Fig. 1: run 1, metal layers overlaid
Drawn at 2 px/µm. Only two layers are drawn.
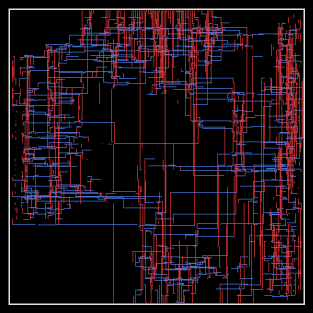
Fig. 2: run 1, cells colored by class
Drawn at 2 px/µm.
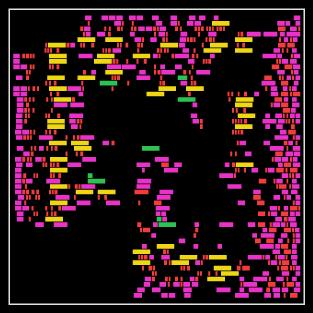
Fig. 3: run 1, sequential cells colored by netlist name
Drawn at 4 px/µm.
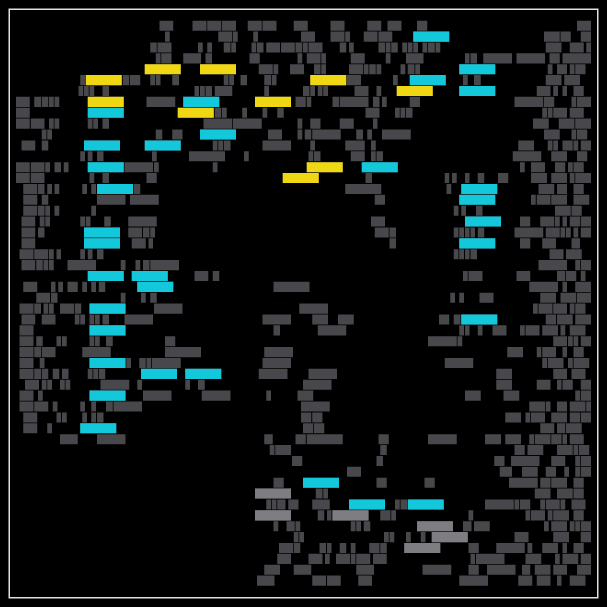
Fig. 4: run 1, cell outlines without signal wires
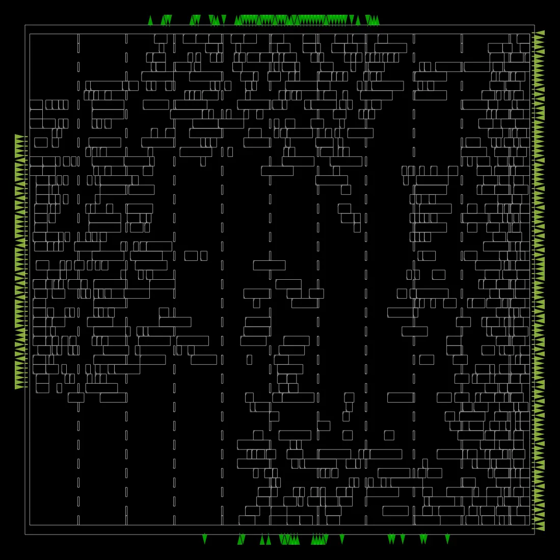
===== src/rtl/ble_arb_pkg.sv =====
// Shared types and constants for the BLE PHY shared-buffer memory arbiter.
package ble_arb_pkg;

  localparam int AW_DEF = 10;
  localparam int DW_DEF = 32;

  typedef enum logic [1:0] {
    IDLE      = 2'd0,
    PHY_LOCK  = 2'd1,
    AHB_FORCE = 2'd2
  } arb_state_e;

  localparam logic OWN_AHB = 1'b0;
  localparam logic OWN_PHY = 1'b1;

endpackage


===== src/rtl/ble_arb_starve_cnt.sv =====
// Saturating count of consecutive cycles in which an AHB request was denied.
// o_at_max looks at the value the counter holds after this cycle's update.
module ble_arb_starve_cnt #(
  parameter int MAX_WAIT = 4
) (
  input  logic HCLK,
  input  logic HRESETn,
  input  logic i_inc,
  input  logic i_clr,
  input  logic i_freeze,
  output logic o_at_max
);

  localparam int              CW    = $clog2(MAX_WAIT + 1);
  localparam logic [CW-1:0]   MAX_C = CW'(MAX_WAIT);

  logic [CW-1:0] r_cnt;
  logic [CW-1:0] w_cnt_nxt;

  always_comb begin
    w_cnt_nxt = r_cnt;
    if (i_clr)
      w_cnt_nxt = '0;
    else if (!i_freeze && i_inc && (r_cnt != MAX_C))
      w_cnt_nxt = r_cnt + 1'b1;
  end

  always_ff @(posedge HCLK or negedge HRESETn) begin
    if (!HRESETn)
      r_cnt <= '0;
    else
      r_cnt <= w_cnt_nxt;
  end

  assign o_at_max = (w_cnt_nxt == MAX_C);

endmodule


===== src/rtl/ble_mem_arbiter.sv =====
// Two-requester (PHY over AHB) arbiter and 2-stage sequencer for the BLE PHY
// shared buffer memory. Define BLE_ARB_STARVE_GUARD_EN to add the AHB starvation guard.
module ble_mem_arbiter
  import ble_arb_pkg::*;
#(
  parameter int AW       = AW_DEF,
  parameter int DW       = DW_DEF,
  parameter int MAX_WAIT = 4
) (
  input  logic          HCLK,
  input  logic          HRESETn,
  input  logic          ahb_req,
  input  logic          ahb_we,
  input  logic [AW-1:0] ahb_addr,
  input  logic [DW-1:0] ahb_wdata,
  output logic          ahb_gnt,
  output logic          ahb_rvalid,
  output logic [DW-1:0] ahb_rdata,
  input  logic          phy_req,
  input  logic          phy_we,
  input  logic          phy_lock,
  input  logic [AW-1:0] phy_addr,
  input  logic [DW-1:0] phy_wdata,
  output logic          phy_gnt,
  output logic          phy_rvalid,
  output logic [DW-1:0] phy_rdata,
  output logic          mem_re,
  output logic          mem_we,
  output logic [AW-1:0] mem_addr,
  output logic [DW-1:0] mem_wdata,
  input  logic [DW-1:0] mem_rdata
);

  arb_state_e    r_state;
  arb_state_e    w_state_nxt;
  logic          w_ahb_gnt;
  logic          w_phy_gnt;
  logic          w_at_max;

  logic          r_mem_re;
  logic          r_mem_we;
  logic [AW-1:0] r_mem_addr;
  logic [DW-1:0] r_mem_wdata;
  logic          r_tag;
  logic          r_rd_pend;
  logic          r_rd_tag;

`ifdef BLE_ARB_STARVE_GUARD_EN
  logic w_cnt_inc;
  logic w_cnt_clr;
  logic w_cnt_frz;

  assign w_cnt_inc = ahb_req & ~w_ahb_gnt;
  assign w_cnt_clr = w_ahb_gnt;
  assign w_cnt_frz = (r_state == PHY_LOCK);

  ble_arb_starve_cnt #(
    .MAX_WAIT (MAX_WAIT)
  ) u_starve_cnt (
    .HCLK     (HCLK),
    .HRESETn  (HRESETn),
    .i_inc    (w_cnt_inc),
    .i_clr    (w_cnt_clr),
    .i_freeze (w_cnt_frz),
    .o_at_max (w_at_max)
  );
`else
  // Strict PHY priority: AHB is never forced, whatever MAX_WAIT says.
  assign w_at_max = (MAX_WAIT < 0);
`endif

  always_ff @(posedge HCLK or negedge HRESETn) begin
    if (!HRESETn)
      r_state <= IDLE;
    else
      // NOTE: clocked state uses <= so every register samples pre-edge values.
      r_state <= w_state_nxt;
  end

  always_comb begin
    // NOTE: default first, so no path leaves w_state_nxt unassigned (no latch).
    w_state_nxt = r_state;
    unique case (r_state)
      IDLE: begin
        if (w_at_max)
          w_state_nxt = AHB_FORCE;
        else if (w_phy_gnt && phy_lock)
          w_state_nxt = PHY_LOCK;
      end
      PHY_LOCK: begin
        if (!phy_lock)
          w_state_nxt = IDLE;
      end
      AHB_FORCE: begin
        // A lock requested alongside the forced AHB slot applies afterwards.
        w_state_nxt = (w_phy_gnt && phy_lock) ? PHY_LOCK : IDLE;
      end
      default: w_state_nxt = IDLE;
    endcase
  end

  always_comb begin
    w_ahb_gnt = 1'b0;
    w_phy_gnt = 1'b0;
    unique case (r_state)
      IDLE: begin
        w_phy_gnt = phy_req;
        w_ahb_gnt = ahb_req & ~phy_req;
      end
      PHY_LOCK: begin
        w_phy_gnt = phy_req;
        w_ahb_gnt = ahb_req & ~phy_req & ~phy_lock;
      end
      AHB_FORCE: begin
        w_ahb_gnt = ahb_req;
        w_phy_gnt = phy_req & ~ahb_req;
      end
      default: ;
    endcase
    // NOTE: grants are combinational, so reset must gate them to force outputs low at once.
    if (!HRESETn) begin
      w_ahb_gnt = 1'b0;
      w_phy_gnt = 1'b0;
    end
  end

  // Stage 1 registers the memory command; stage 2 delays the read owner to
  // line up with mem_rdata.
  always_ff @(posedge HCLK or negedge HRESETn) begin
    if (!HRESETn) begin
      r_mem_re    <= 1'b0;
      r_mem_we    <= 1'b0;
      r_mem_addr  <= '0;
      r_mem_wdata <= '0;
      r_tag       <= OWN_AHB;
      r_rd_pend   <= 1'b0;
      r_rd_tag    <= OWN_AHB;
    end else begin
      r_mem_re <= w_phy_gnt ? ~phy_we : (w_ahb_gnt & ~ahb_we);
      r_mem_we <= w_phy_gnt ?  phy_we : (w_ahb_gnt &  ahb_we);
      if (w_phy_gnt) begin
        r_mem_addr  <= phy_addr;
        r_mem_wdata <= phy_wdata;
        r_tag       <= OWN_PHY;
      end else if (w_ahb_gnt) begin
        r_mem_addr  <= ahb_addr;
        r_mem_wdata <= ahb_wdata;
        r_tag       <= OWN_AHB;
      end
      r_rd_pend <= r_mem_re;
      r_rd_tag  <= r_tag;
    end
  end

  assign ahb_gnt    = w_ahb_gnt;
  assign phy_gnt    = w_phy_gnt;
  assign mem_re     = r_mem_re;
  assign mem_we     = r_mem_we;
  assign mem_addr   = r_mem_addr;
  assign mem_wdata  = r_mem_wdata;
  assign ahb_rvalid = r_rd_pend & (r_rd_tag == OWN_AHB);
  assign phy_rvalid = r_rd_pend & (r_rd_tag == OWN_PHY);
  assign ahb_rdata  = ahb_rvalid ? mem_rdata : '0;
  assign phy_rdata  = phy_rvalid ? mem_rdata : '0;

endmodule


===== config.mk =====
export PLATFORM = sky130hd
export DESIGN_NAME = ble_mem_arbiter
export DESIGN_NICKNAME = d
export VERILOG_FILES = /design/src/rtl/ble_arb_pkg.sv /design/src/rtl/ble_arb_starve_cnt.sv /design/src/rtl/ble_mem_arbiter.sv
export SDC_FILE = /design/constraint.sdc
export NUM_CORES = 1
export LEC_CHECK = 0
export ABC_AREA = 1
export CAP_MARGIN = 10
export CELL_PAD_IN_SITES_DETAIL_PLACEMENT = 0
export CELL_PAD_IN_SITES_GLOBAL_PLACEMENT = 2
export CORE_UTILIZATION = 14
export DETAILED_ROUTE_END_ITERATION = 16
export HOLD_SLACK_MARGIN = 0.06
export PLACE_DENSITY = 0.88
export SKIP_CTS_REPAIR_TIMING = 1
export SYNTH_ARGS = -nofsm -noshare
export SYNTH_HDL_FRONTEND = slang
export SYNTH_SLANG_ARGS = --single-unit
export TNS_END_PERCENT = 50

===== constraint.sdc =====
create_clock -name HCLK -period 1.5 [get_ports HCLK]
set_input_delay 0.45 -clock HCLK [delete_from_list [all_inputs] [get_ports HCLK]]
set_output_delay 0.45 -clock HCLK [all_outputs]
set_load 0.03 [all_outputs]

==> results_tabular.tex, run 1 <==
% Table of physical implementation metrics
\begin{tabular}{lr}
\hline
Metric & Value \\
\hline
\multicolumn{2}{l}{\textbf{Run status}} \\
\quad Status & complete, but fails checks \\
\quad Violated checks & setup timing \\
\multicolumn{2}{l}{\textbf{Layout}} \\
\quad Most common library cell in the layout ignoring fill and taps & nand2\_1 \\
\quad Logic share of the area & 0.2559 \\
\quad Count of fill cells added during filler insertion & 2148 \\
\quad Clk cell area share & 0.02330 \\
\quad Combinational gate count & around 330 \\
\quad Area share of buffers outside the clock network & 0.4654 \\
\quad Max FFs per register & 32 \\
\quad Signed area change from the synthesized netlist to the final layout & 125.2\% \\
\quad Non-clock inverter count in the final layout & 38 \\
\quad Share of layout cells above drive strength 1 & 0.2996 \\
\quad Combinational gate area & 1690 µm² \\
\quad Share of cell area taken by flip-flops and latches & 0.1819 \\
\quad Top library cells by usage in the layout, fill and taps aside & 175 x nand2\_1, 118 x clkdlybuf4s50\_1, 85 x nand3\_1 \\
\quad Buffers outside the clock class & 273 \\
\multicolumn{2}{l}{\textbf{Place}} \\
\quad Minimum setup slack after placement & -0.3994 ns \\
\quad Cell count after placement & 961 \\
\quad Number of buffers inserted by port buffering & 234 \\
\multicolumn{2}{l}{\textbf{Pwr}} \\
\quad Seq pwr & 1.63 mW \\
\quad Pwr Total & 5.162 mW \\
\quad Worst VDD drop & between 300 and 400 µV \\
\quad Net switching share of the total power & 0.3563 \\
\quad Sequential group share of total power & 0.315 \\
\quad Switching power summed over all nets & around 1.8 mW \\
\quad Share of total power in the clock network & 0.227 \\
\quad Power of the clock network & 1.17 mW \\
\multicolumn{2}{l}{\textbf{Final timing}} \\
\quad Worst Skew & 0.006632 ns \\
\quad Setup repair after global routing missed its margin & yes \\
\quad Max-slew violation count & 0 \\
\quad Headroom to the max-slew limit & 0.7731 \\
\quad Post-layout minimum cycle time & 1.858 ns \\
\quad Final setup violation count & 67 \\
\quad Setup Total Neg Slack & -17.31 ns \\
\quad Highest clock rate & 538.1 MHz \\
\quad Least-Margin Pin Slew & 0.3398 ns \\
\quad Final setup margin & -0.3585 ns \\
\multicolumn{2}{l}{\textbf{Critical path}} \\
\quad Type of the setup path with the least slack & reg2out \\
\quad Bufs and invs on worst path & 3 \\
\quad Largest incremental delay on the critical path & 0.41 ns \\
\quad Arr. time, crit path & 1.41 ns \\
\quad Depth of the worst register-to-register path & 8 \\
\quad Capturing point of the worst reg2reg path & mem\_addr[3] \\
\quad Endpoint of the most critical setup path & ahb\_rdata[0] \\
\quad Endpoint required time on the critical path & roughly 1.1 ns \\
\quad Cell chain of the critical path & nor2\_4 -> inv\_6 -> buf\_12 -> nor2\_2 -> buf\_6 \\
\quad Category of cells accounting for the largest share of critical-path delay & buffers and inverters \\
\quad Number of stages on the worst setup path & 5 \\
\multicolumn{2}{l}{\textbf{Yosys}} \\
\quad Total of flip-flops plus latches after synthesis & 48 \\
\quad Average size of a mapped cell & 6.474 µm² \\
\quad Post-synth top flop & dfrtp\_1 \\
\quad Commonest cells post-synth & 177 x nand2\_1, 85 x nand3\_1, 66 x nor2\_1 \\
\quad Tally of yosys warning messages & 0 \\
\quad Top cells by area & dfrtp\_1 41\%, nand2\_1 23\%, nand3\_1 15\%, nor2\_1 8.4\%, inv\_1 4.7\% \\
\quad Synthesized instance count & 453 \\
\quad Synth Area in Simple Gates & 0.4748 \\
\quad Top non-seq family & simple AND/OR/NAND/NOR gates \\
\quad Most repeated cell in the gate-level netlist after synthesis & nand2\_1 \\
\quad Adders+Majority by Area & 0 \\
\quad Synth Area in Compound Gates & 0.001706 \\
\quad Mapped cell area & 2933 µm² \\
\quad Ys async rst share & 1.000 \\
\quad Yosys top cell area share & 0.4096 \\
\quad Count of flip-flops with a built-in enable after synthesis & 0 \\
\quad \# Cells Yosys & 453 \\
\multicolumn{2}{l}{\textbf{Global route}} \\
\quad GRT met3 Usage & 0.04130 \\
\quad Most Used Layer, Global Route & met2 \\
\quad Initial antenna violation count & 0 \\
\quad Overflow after GRT & 0 \\
\quad GRT Util Overall & 0.1206 \\
\quad Met2 Usage GRT & 0.2254 \\
\multicolumn{2}{l}{\textbf{Floorplanning}} \\
\quad Chip area & 21530 µm² \\
\quad Floorplan die width & roughly 150 µm \\
\quad Tap Count & 270 \\
\quad Area of the placeable core & 20360 µm² \\
\quad Number of rows created at floorplan & 52 \\
\multicolumn{2}{l}{\textbf{Min path}} \\
\quad Min-Delay Path Class & in2async \\
\multicolumn{2}{l}{\textbf{Detailed routing}} \\
\quad DRT met1 WL & 4.713 mm \\
\quad Routed Antenna Nets & 0 \\
\quad Met3 routed WL & 1.313 mm \\
\quad Detail Route met2 WL & 6.715 mm \\
\quad Number of design rule violations left after detail routing & 0 \\
\quad Violation tally from detailed-route iteration zero & between 70 and 80 \\
\quad Via density & 3.796 \\
\multicolumn{2}{l}{\textbf{CTS}} \\
\quad Number of buffers inserted during clock tree synthesis & 5 \\
\quad Maximum count of clock buffers along a single path & 2 \\
\quad Source-to-sink clock delay at the later pin of the worst-skew pair & 0.29 ns \\
\quad Deepest level of the CTS H-tree & 2 \\
\quad CTS clk-pin slew, worst paths & 0.07 ns \\
\quad Clock tree from TritonCTS & done \\
\hline
\end{tabular}
Back to the opening pictures, Fig. 1:
| color | layer | wire length |
|---|---|---|
| blue | M1 | 4710 µm |
| red | M2 | 6720 µm |
via count of the routed design: 3686
average wire length per cell after detail routing: 13.25 µm

Back to the opening pictures, Fig. 2:
| color | class | cells |
|---|---|---|
| yellow | registers | 48 |
| green | clock drivers and dummy loads | 8 |
| red | remaining logic cells | 372 |
| magenta | remaining buffers and delay cells | 273 |

Back to the opening pictures, Fig. 3:
| color | netlist name | flops |
|---|---|---|
| cyan | mem_wdata | 32 |
| yellow | mem_addr | 10 |

Back to the opening pictures, Fig. 4:
Final Core Density: 0.3243
Seq Cell Count: 48

--- run 2 (diff from run 1) ---
--- a/config.mk
+++ b/config.mk
@@ -6,7 +6,7 @@
 export NUM_CORES = 1
 export LEC_CHECK = 0
 export ABC_AREA = 1
-export CAP_MARGIN = 10
+export CAP_MARGIN = 25
 export CELL_PAD_IN_SITES_DETAIL_PLACEMENT = 0
 export CELL_PAD_IN_SITES_GLOBAL_PLACEMENT = 2
 export CORE_UTILIZATION = 14
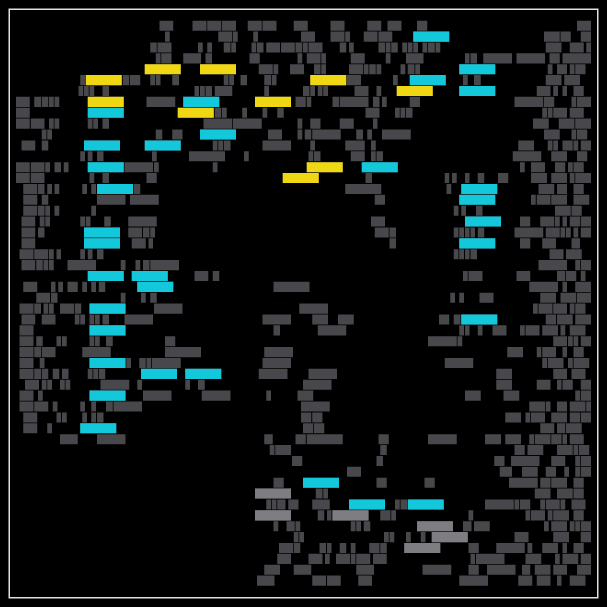
Fig. 5. Sequential cells colored by netlist name (run 2).
Drawn at 4 px/µm.
| color | netlist name | flops |
|---|---|---|
| cyan | mem_wdata | 32 |
| yellow | mem_addr | 10 |
not colored: 6

==> run 2 against run 1 <==
The run still ends with setup timing left. Fmax did not move. Global-route usage unchanged. Flip-flop count did not move. Total power is the same. Setup slack did not move. Count of clock-buffer cells in the layout unchanged. Utilization stayed put. Critical endpoint unchanged.
==> results_tabular.tex, run 2 <==
% Table of physical implementation metrics
\begin{tabular}{lr}
\hline
Metric & Value \\
\hline
\multicolumn{2}{l}{\textbf{Pwr}} \\
\quad Sequential group share of total power & 0.315 \\
\quad Share of total power in the clock network & 0.227 \\
\quad Switching power summed over all nets & 1.839 mW \\
\quad Pwr Total & 5.162 mW \\
\multicolumn{2}{l}{\textbf{Yosys}} \\
\quad \# Cells Yosys & 453 \\
\quad Synth Area in Compound Gates & 0.001706 \\
\quad Count of flip-flops with a built-in enable after synthesis & 0 \\
\quad Synth Area in Simple Gates & 0.4748 \\
\quad Post-synth top flop & dfrtp\_1 \\
\quad Synthesized instance count & 453 \\
\quad Most repeated cell in the gate-level netlist after synthesis & nand2\_1 \\
\quad Average size of a mapped cell & 6.474 µm² \\
\quad Top non-seq family & simple AND/OR/NAND/NOR gates \\
\quad Tally of yosys warning messages & 0 \\
\quad Adders+Majority by Area & 0 \\
\quad Yosys top cell area share & 0.4096 \\
\multicolumn{2}{l}{\textbf{Critical path}} \\
\quad Cell chain of the critical path & nor2\_4 -> inv\_6 -> buf\_12 -> nor2\_2 -> buf\_6 \\
\quad Category of cells accounting for the largest share of critical-path delay & buffers and inverters \\
\quad Endpoint of the most critical setup path & ahb\_rdata[0] \\
\quad Endpoint required time on the critical path & between 1 and 1.5 ns \\
\quad Arr. time, crit path & 1.41 ns \\
\quad Bufs and invs on worst path & 3 \\
\quad Number of stages on the worst setup path & 5 \\
\quad Depth of the worst register-to-register path & 8 \\
\quad Type of the setup path with the least slack & reg2out \\
\quad Capturing point of the worst reg2reg path & mem\_addr[3] \\
\multicolumn{2}{l}{\textbf{Run status}} \\
\quad Status & complete, but fails checks \\
\quad Violated checks & setup timing \\
\multicolumn{2}{l}{\textbf{Layout}} \\
\quad Clk cell area share & 0.02330 \\
\quad Seq Cell Count & 48 \\
\quad Combinational gate count & about 330 \\
\quad Top library cells by usage in the layout, fill and taps aside & 175 x nand2\_1, 118 x clkdlybuf4s50\_1, 85 x nand3\_1 \\
\quad Logic share of the area & 0.2559 \\
\quad Signed area change from the synthesized netlist to the final layout & 125.2\% \\
\quad Count of fill cells added during filler insertion & 2148 \\
\quad Most common library cell in the layout ignoring fill and taps & nand2\_1 \\
\quad Buffers outside the clock class & 273 \\
\quad Area share of buffers outside the clock network & 0.4654 \\
\quad Share of layout cells above drive strength 1 & 0.2996 \\
\quad Non-clock inverter count in the final layout & 38 \\
\multicolumn{2}{l}{\textbf{Final timing}} \\
\quad Highest clock rate & 538.1 MHz \\
\quad Headroom to the max-slew limit & 0.7731 \\
\quad Final setup violation count & between 60 and 70 \\
\quad Setup repair after global routing missed its margin & yes \\
\quad Post-layout minimum cycle time & 1.858 ns \\
\quad Final setup margin & -0.3585 ns \\
\multicolumn{2}{l}{\textbf{Floorplanning}} \\
\quad Floorplan die width & around 150 µm \\
\quad Tap Count & roughly 270 \\
\quad Area of the placeable core & 20360 µm² \\
\quad Chip area & 21530 µm² \\
\multicolumn{2}{l}{\textbf{CTS}} \\
\quad CTS clk-pin slew, worst paths & 0.07 ns \\
\quad Deepest level of the CTS H-tree & 2 \\
\multicolumn{2}{l}{\textbf{Detailed routing}} \\
\quad Number of design rule violations left after detail routing & 0 \\
\quad Via density & 3.796 \\
\quad Via count of the routed design & 3686 \\
\quad Routed Antenna Nets & 0 \\
\quad Met3 routed WL & 1.313 mm \\
\multicolumn{2}{l}{\textbf{Global route}} \\
\quad Most Used Layer, Global Route & met2 \\
\quad Met2 Usage GRT & 0.2254 \\
\quad Initial antenna violation count & 0 \\
\multicolumn{2}{l}{\textbf{Place}} \\
\quad Cell count after placement & 961 \\
\quad Minimum setup slack after placement & -0.3994 ns \\
\hline
\end{tabular}
Power figures rest on the tool's default switching activity, not on a simulated workload.
